**Run 1: met3 routing**

Scale bar: 20 um. Cells faint in the background.
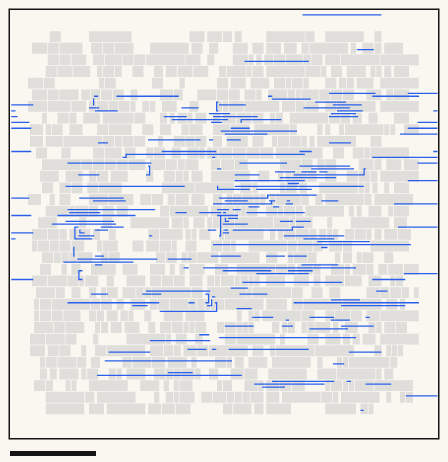
**Run 1: metal 1**

Scale bar: 20 um. Supply wires on this layer in grey.
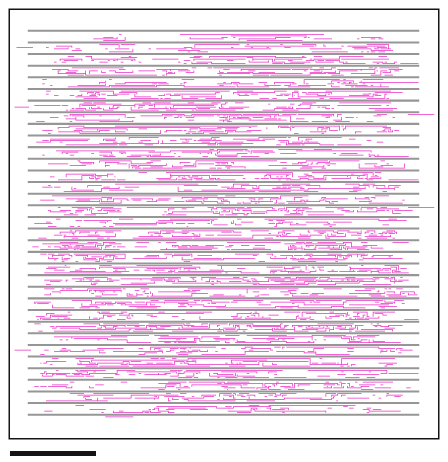
**Run 1: close-up of the layout**

Scale bar: 10 um. Window x 55 to 95, y 5 to 45 um. Cells in grey, sequential cells in the stronger grey; small squares are vias.
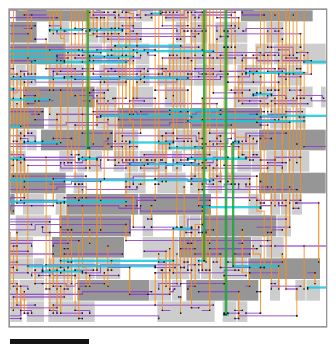
**Run 1: logic cells by family**

Scale bar: 20 um.
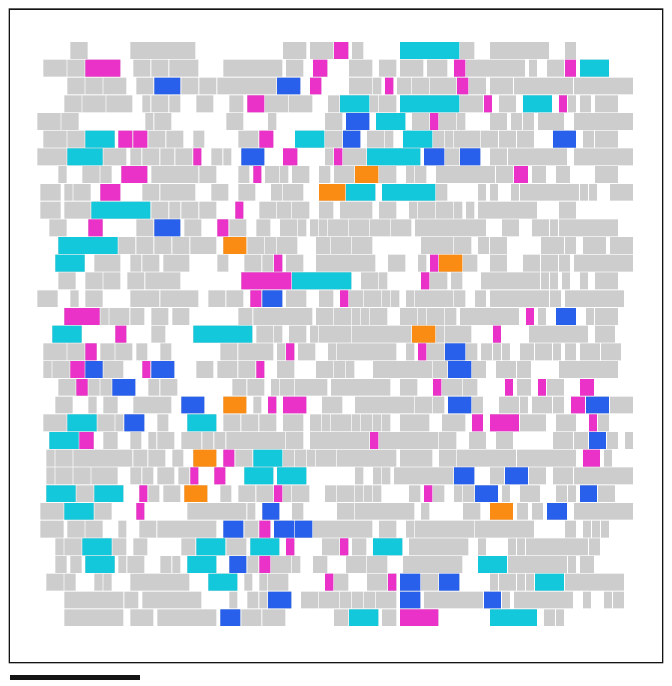
==> config.mk <==
export PLATFORM = sky130hd
export DESIGN_NAME = alu_seq_flat
export DESIGN_NICKNAME = d
export VERILOG_FILES = /design/src/rtl/alu_seq_if.sv /design/src/rtl/alu_seq.sv /design/src/flat_wrapper.sv
export SDC_FILE = /design/constraint.sdc
export NUM_CORES = 1
export LEC_CHECK = 0
export CAP_MARGIN = 20
export CORE_MARGIN = 4
export CORE_UTILIZATION = 55
export DETAILED_ROUTE_END_ITERATION = 8
export PLACE_DENSITY = 0.75
export SYNTH_ARGS = -nofsm -noshare
export SYNTH_HDL_FRONTEND = slang
export SYNTH_SLANG_ARGS = --single-unit
export TNS_END_PERCENT = 100
==> constraint.sdc <==
create_clock -name clk -period 2.9 [get_ports clk]
set_clock_uncertainty 0.1 [all_clocks]
set_input_delay 0.58 -clock clk [delete_from_list [all_inputs] [get_ports clk]]
set_output_delay 0.58 -clock clk [all_outputs]
set_load 0.02 [all_outputs]
==> impl_metrics.toml, run 1 <==
# generated from flow reports
[synth]
top_area_cell = "dfrtp_1"
synth_cell_type_count = 78
synth-async-reset-ratio = 1.000
synthFlopType = "dfrtp_1"
area_leaders = "dfrtp_1 (30%), ha_1 (9.7%), nand2_1 (6.0%)"
ys_cells = 563
numSynthFlops = 55

[run]
max-cap-violations = 0
warnings = 46

[placement]
placed_cell_area_um2 = 5891
dp_cells = 788
place_ws_ns = -0.5966
portBuffers = 38

[floorplanning]
initial_core_util = 0.5674
die-height_um = 100.1
core_um2 = 8217
rows = 33
dieArea_um2 = 10010
design.portCount = 39

[global_routing]
gr-usage-all-layers = 0.3278
grt_max_degree = 28

[cts]
hold_buffers = 0
cts_sinks = 55
cts_tree = "yes"
clk_latency_ns = 0.32

[critical_path]
cpPeakStageDelay_ns = 0.43
worstPathMaxFanout = 5
r2r_cells = 11
ff2ff_setup_slack_ns = 0.08
critPathKind = "in2reg"
cp-start-kind = "input port"
critPathSlowestCell = "a221o_1"

[cells_and_area]
diodes = 0
regArea_um2 = 1378
largest_reg_flops = 16
lay_top_cells = "buf_4 (117), nand2_1 (74), dfrtp_1 (54)"

[timing]
setup_slack_ns = 0.03897
timing.final.hold_violations = 0
setup_viol = 0
tightest_slew_ns = 0.5526

[drt]
viasPerCell = 6.402
wl_per_cell_um = 20.25

[outcome]
status = "complete, no violations"
Back to the opening pictures, 'met3 routing':
The layer holds 9.1% of the routed length. The layer carries 1480 um of wire. The wires run mostly horizontal.
vias after detailed routing: 5128
WL final: 16.22 mm
M3 GR Usage: 0.05907

Back to the opening pictures, 'metal 1':
The layer holds 41% of the routed length. The longest straight run is 38.6 um. The layer carries 6660 um of wire. 691 nets have wire on it.
met1 Usage GRT: 0.4317

Back to the opening pictures, 'close-up of the layout':
Key: orange = metal 2; cyan = metal 3; purple = metal 1; green = metal 4
Most frequent: nand2_1 (21), dfrtp_1 (18). Sequential cells in the window: 19. 131 logic cells have their middle in the window.

Back to the opening pictures, 'logic cells by family':
Key: magenta = NOR gates [cells 69, where all over the die]; orange = multiplexers [cells 9]; cyan = adder and majority cells [cells 39, where all over the die]; blue = AND-OR and OR-AND gates [cells 37, where all over the die]
most frequent logic cell in the layout: buf_4
Finished Layout Cells: 801
logic gate fraction of the total cell area: 0.5137

==> run 1: metrics by stage <==
| stage | power [mW] | hold slack, ns |
|---|---|---|
| CTS | 4.449 | 0.1099 |
| global placement | 3.775 | 0.3551 |
| finish | 4.579 | 0.09611 |
| detailed placement | 3.881 | 0.3652 |
| floorplan | 2.870 | 0.1844 |
| global route | 4.881 | 0.1284 |
==> run 1: power breakdown <==
| group | total (mW) | internal, mW | switching (mW) | leakage [nW] |
|---|---|---|---|---|
| clock network | 0.549 | 0.261 | 0.288 | 0.0548 |
| logic | 2.58 | 1.13 | 1.45 | 2.16 |
| registers | 1.45 | 1.09 | 0.360 | 0.696 |
| total | 4.58 | 2.48 | 2.10 | 2.91 |
==> run 1: critical path: cells and delay by family <==
| kind | cells | cell delay, ns |
|---|---|---|
| fa+ha+maj | 1 | 0.39 |
| compound gates | 6 | 1.27 |
| buf+inv | 4 | 0.67 |
| simple gates | 1 | 0.08 |
==> run 1: layout make-up <==
type,instances,share of cell area
Multi-Input combinational cell,439,0.5137
Tap cell,105,0.02101
Inverter,34,0.02041
Timing Repair Buffer,160,0.2061
Sequential cell,55,0.2203
Clock inverter,3,0.007404
Clock buffer,5,0.01101
==> run 1: logic make-up after synthesis <==
family | synth area share
adders and majority gates | 0.1095
buffers and inverters | 0.06092
DFF | 0.2952
xor gates and xnor gates | 0.02254
AOI/OAI and AO/OA | 0.2722
and+or+nand+nor | 0.2201
muxes | 0.01959
==> run 1: per-layer routing <==
metal | GRT usage | wire length [um]
met1 | 0.4317 | 6660
met2 | 0.5485 | 7619
met3 | 0.05907 | 1480
met4 | 0.1047 | 465
met5 | 0 | 0
==> run 1: synthesized netlist by cell type, types with 9 or more instances <==
library cell	number
nand2_1	74
o21ai_0	39
inv_1	34
a21oi_1	29
nor2_1	36
and2_1	12
clkbuf_1	20
a22o_1	9
xnor2_1	10
a22oi_1	17
ha_1	36
nand2b_1	9
nor3_1	15
dfrtp_1	55
buf_2	11
==> run 1: repair_timing <==
action | 4_1_cts | 5_1_grt
gates cloned | 0 | 0
endpoints found under the setup margin | 4 | 4
setup buffers | 3 | 1
resized | 48 | 16
pin swaps | 14 | 8
==> run 2, diff against run 1 <==
GPL_TIMING_DRIVEN = 0   (was unset)
**Run 2: logic cells by family**

Scale bar: 20 um.
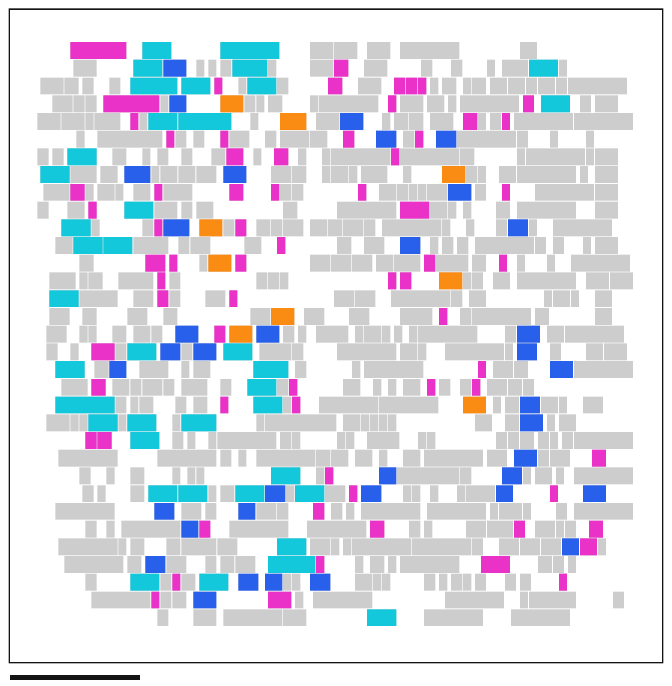
Key: magenta = NOR gates [cells 69]; blue = AND-OR and OR-AND gates [cells 37]; orange = multiplexers [cells 9]; cyan = adder and majority cells [cells 39]
most frequent logic cell in the layout: nand2_1
Finished Layout Cells: 713
logic gate fraction of the total cell area: 0.5796

==> impl_metrics.toml, run 2 <==
# generated from flow reports
[cts]
cts_tree = "yes"
path_clk_slew_ns = 0.10
clk_latency_ns = 0.31
cts_sinks = 55
cts_max_level = 2
clk_path_buf_depth = 2
numCtsBuffers = 5
hold_buffers = 0

[timing]
relSlewSlack = 0.4920
whs_ns = 0.1314
timing.fmax_ghz = 0.3457
timing.final.hold_violations = 0
period_used_share = 0.9975
tightest_slew_ns = 0.7562
setup_viol = 0
slew_viol_final = 0

[placement]
dp_cells = 705
portBuffers = 36
place.gp.congestion = 0.9732
placed_cell_area_um2 = 5169

[global_routing]
grt_max_degree = 35
grt_antenna_before_repair = 0
gr-usage-all-layers = 0.2994
grt.overflow.total = 0
grt_pass1_vias = 4574

[synth]
area_leaders = "dfrtp_1 (30%), ha_1 (9.7%), nand2_1 (6.0%)"
numSynthFlops = 55
ys_cells = 563
synth_warnings = 0
edf_count = 0
top_area_cell = "dfrtp_1"
synth_cell_type_count = 78
syn_area_per_cell_um2 = 8.281
syn_nets = 626
synth_top_area_share = 0.2952
synth-async-reset-ratio = 1.000
synth_cells = 563
common_cells = "nand2_1 (74), dfrtp_1 (55), o21ai_0 (39)"
top_cell = "nand2_1"
synthFlopType = "dfrtp_1"
ys_seq_frac = 0.2952
syn-cell-area_um2 = 4662

[power]
p_switching_mw = 1.984
p_seq_frac = 0.315
p_per_area_nw_per_um2 = 792.2
p_sw_frac = 0.4641
cell_internal_pwr_mw = 2.291
clkPwrFrac = 0.120
p_comb_frac = 0.565
ir_worst_vdd_mv = 0.2564
total_leakage_power_nw = 2.416

[floorplanning]
die-height_um = 100.1
dieArea_um2 = 10010
initial_core_util = 0.5674
design.portCount = 39
rows = 33
core_um2 = 8217

[outcome]
status = "complete, no violations"

[run]
max-cap-violations = 0
warnings = 47

[drt]
wl_per_cell_um = 20.70
drt_wl_total_mm = 14.76
vias = 4717
viasPerCell = 6.616

[critical_path]
ff2ff_setup_slack_ns = 0.11
critPathKind = "in2reg"
critPathSlowestCell = "or4_4"
r2r_cells = 11
cp-start-kind = "input port"
end_kind = "register"
cp_cell_sequence = "clkdlybuf4s15_2 > inv_1 > ha_1 > clkbuf_4 > and4_2 > o31ai_2 > a2bb2oi_2 > or4_4 > nor4_2 > a31o_1"
cpPeakStageDelay_ns = 0.53
worstPathMaxFanout = 10

[worst_hold_path]
hp-class = "in2async"

[cells_and_area]
syn_to_final_growth_pct = 15.75
final_cell_area_um2 = 5396
largest_reg_flops = 16
nNetsFinal = 671
lay_top_cells = "nand2_1 (74), dfrtp_1 (54), o21ai_0 (37)"
diodes = 0
**Run 2: close-up of the layout**

Scale bar: 10 um. Window x 55 to 95, y 5 to 45 um. Cells in grey, sequential cells in the stronger grey; small squares are vias.
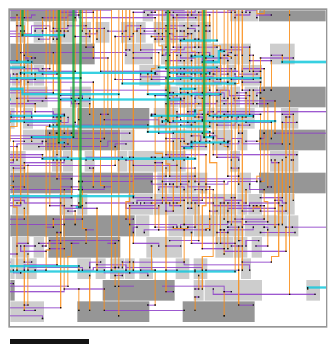
Key: green = metal 4; cyan = metal 3; purple = metal 1; orange = metal 2
117 logic cells have their middle in the window. Most frequent: nand2_1 (25), dfrtp_1 (15), o21ai_0 (8). Sequential cells in the window: 16.

[run 2: cell families after synthesis]
family | count (synthesis) | share of synthesized area
simple gates | 197 | 0.2201
compound gates | 182 | 0.2722
buf+inv | 69 | 0.06092
flops | 55 | 0.2952
fa+ha+maj | 39 | 0.1095
xor+xnor | 12 | 0.02254
mux | 9 | 0.01959
[run 2: final cells by class]
class | instances | area (um^2)
sequential | 55 | 1378
clock buffer | 5 | 68.82
timing repair buffer | 40 | 367.9
buffer | 33 | 157.7
inverter | 34 | 127.6
tap | 105 | 131.4
multi-input combinational | 439 | 3128
fill | 709 | 2820
clock inverter | 2 | 37.54
[run 2: per-stage QoR]
stage / worst slack (ns) / total power [mW] / setup TNS [ns] / util
after global placement: -1.116 / 3.592 / -37.97 / 0.6272
after global routing: -0.09305 / 4.577 / -0.09305 / 0.6568
after floorplan: 0.02184 / 2.870 / 0 / -
after CTS: -0.03672 / 4.196 / -0.03672 / 0.6478
final: 0.007156 / 4.275 / 0 / 0.6568
after detailed placement: -1.174 / 3.659 / -6.444 / 0.6291
[run 2: timing repair]
action | CTS | global route
resized | 62 | 22
pin swaps | 7 | 5
setup endpoints to repair | 9 | 20
endpoints found under the hold margin | 0 | 0
buffers inserted | 1 | 2
[run 2: metal layers]
layer	track usage	wire length, um	vias to the layer above
li1	-	-	2153
met1	0.4048	6241	2268
met2	0.4890	6735	256
met3	0.03961	1258	40
met4	0.1161	522	0
met5	0	0	-
[run 2: power by group through the flow]
stage / clock [mW] / sequential [mW] / combinational (mW)
2_1_floorplan: 0 / 1.36 / 1.51
3_3_place_gp: 0 / 1.34 / 2.25
3_5_place_dp: 0 / 1.35 / 2.31
4_1_cts: 0.521 / 1.34 / 2.34
5_1_grt: 0.547 / 1.38 / 2.65
6_report: 0.514 / 1.34 / 2.42
[run 2: worst max-delay path, delay by kind of cell]
kind / cells / cell delay (ns)
AND-OR/OR-AND: 3 / 0.59
adder cells (fa/ha/maj): 1 / 0.31
buffers and inverters: 3 / 0.56
AND/OR/NAND/NOR: 3 / 1.00
Power is estimated from default activity; no workload was simulated.
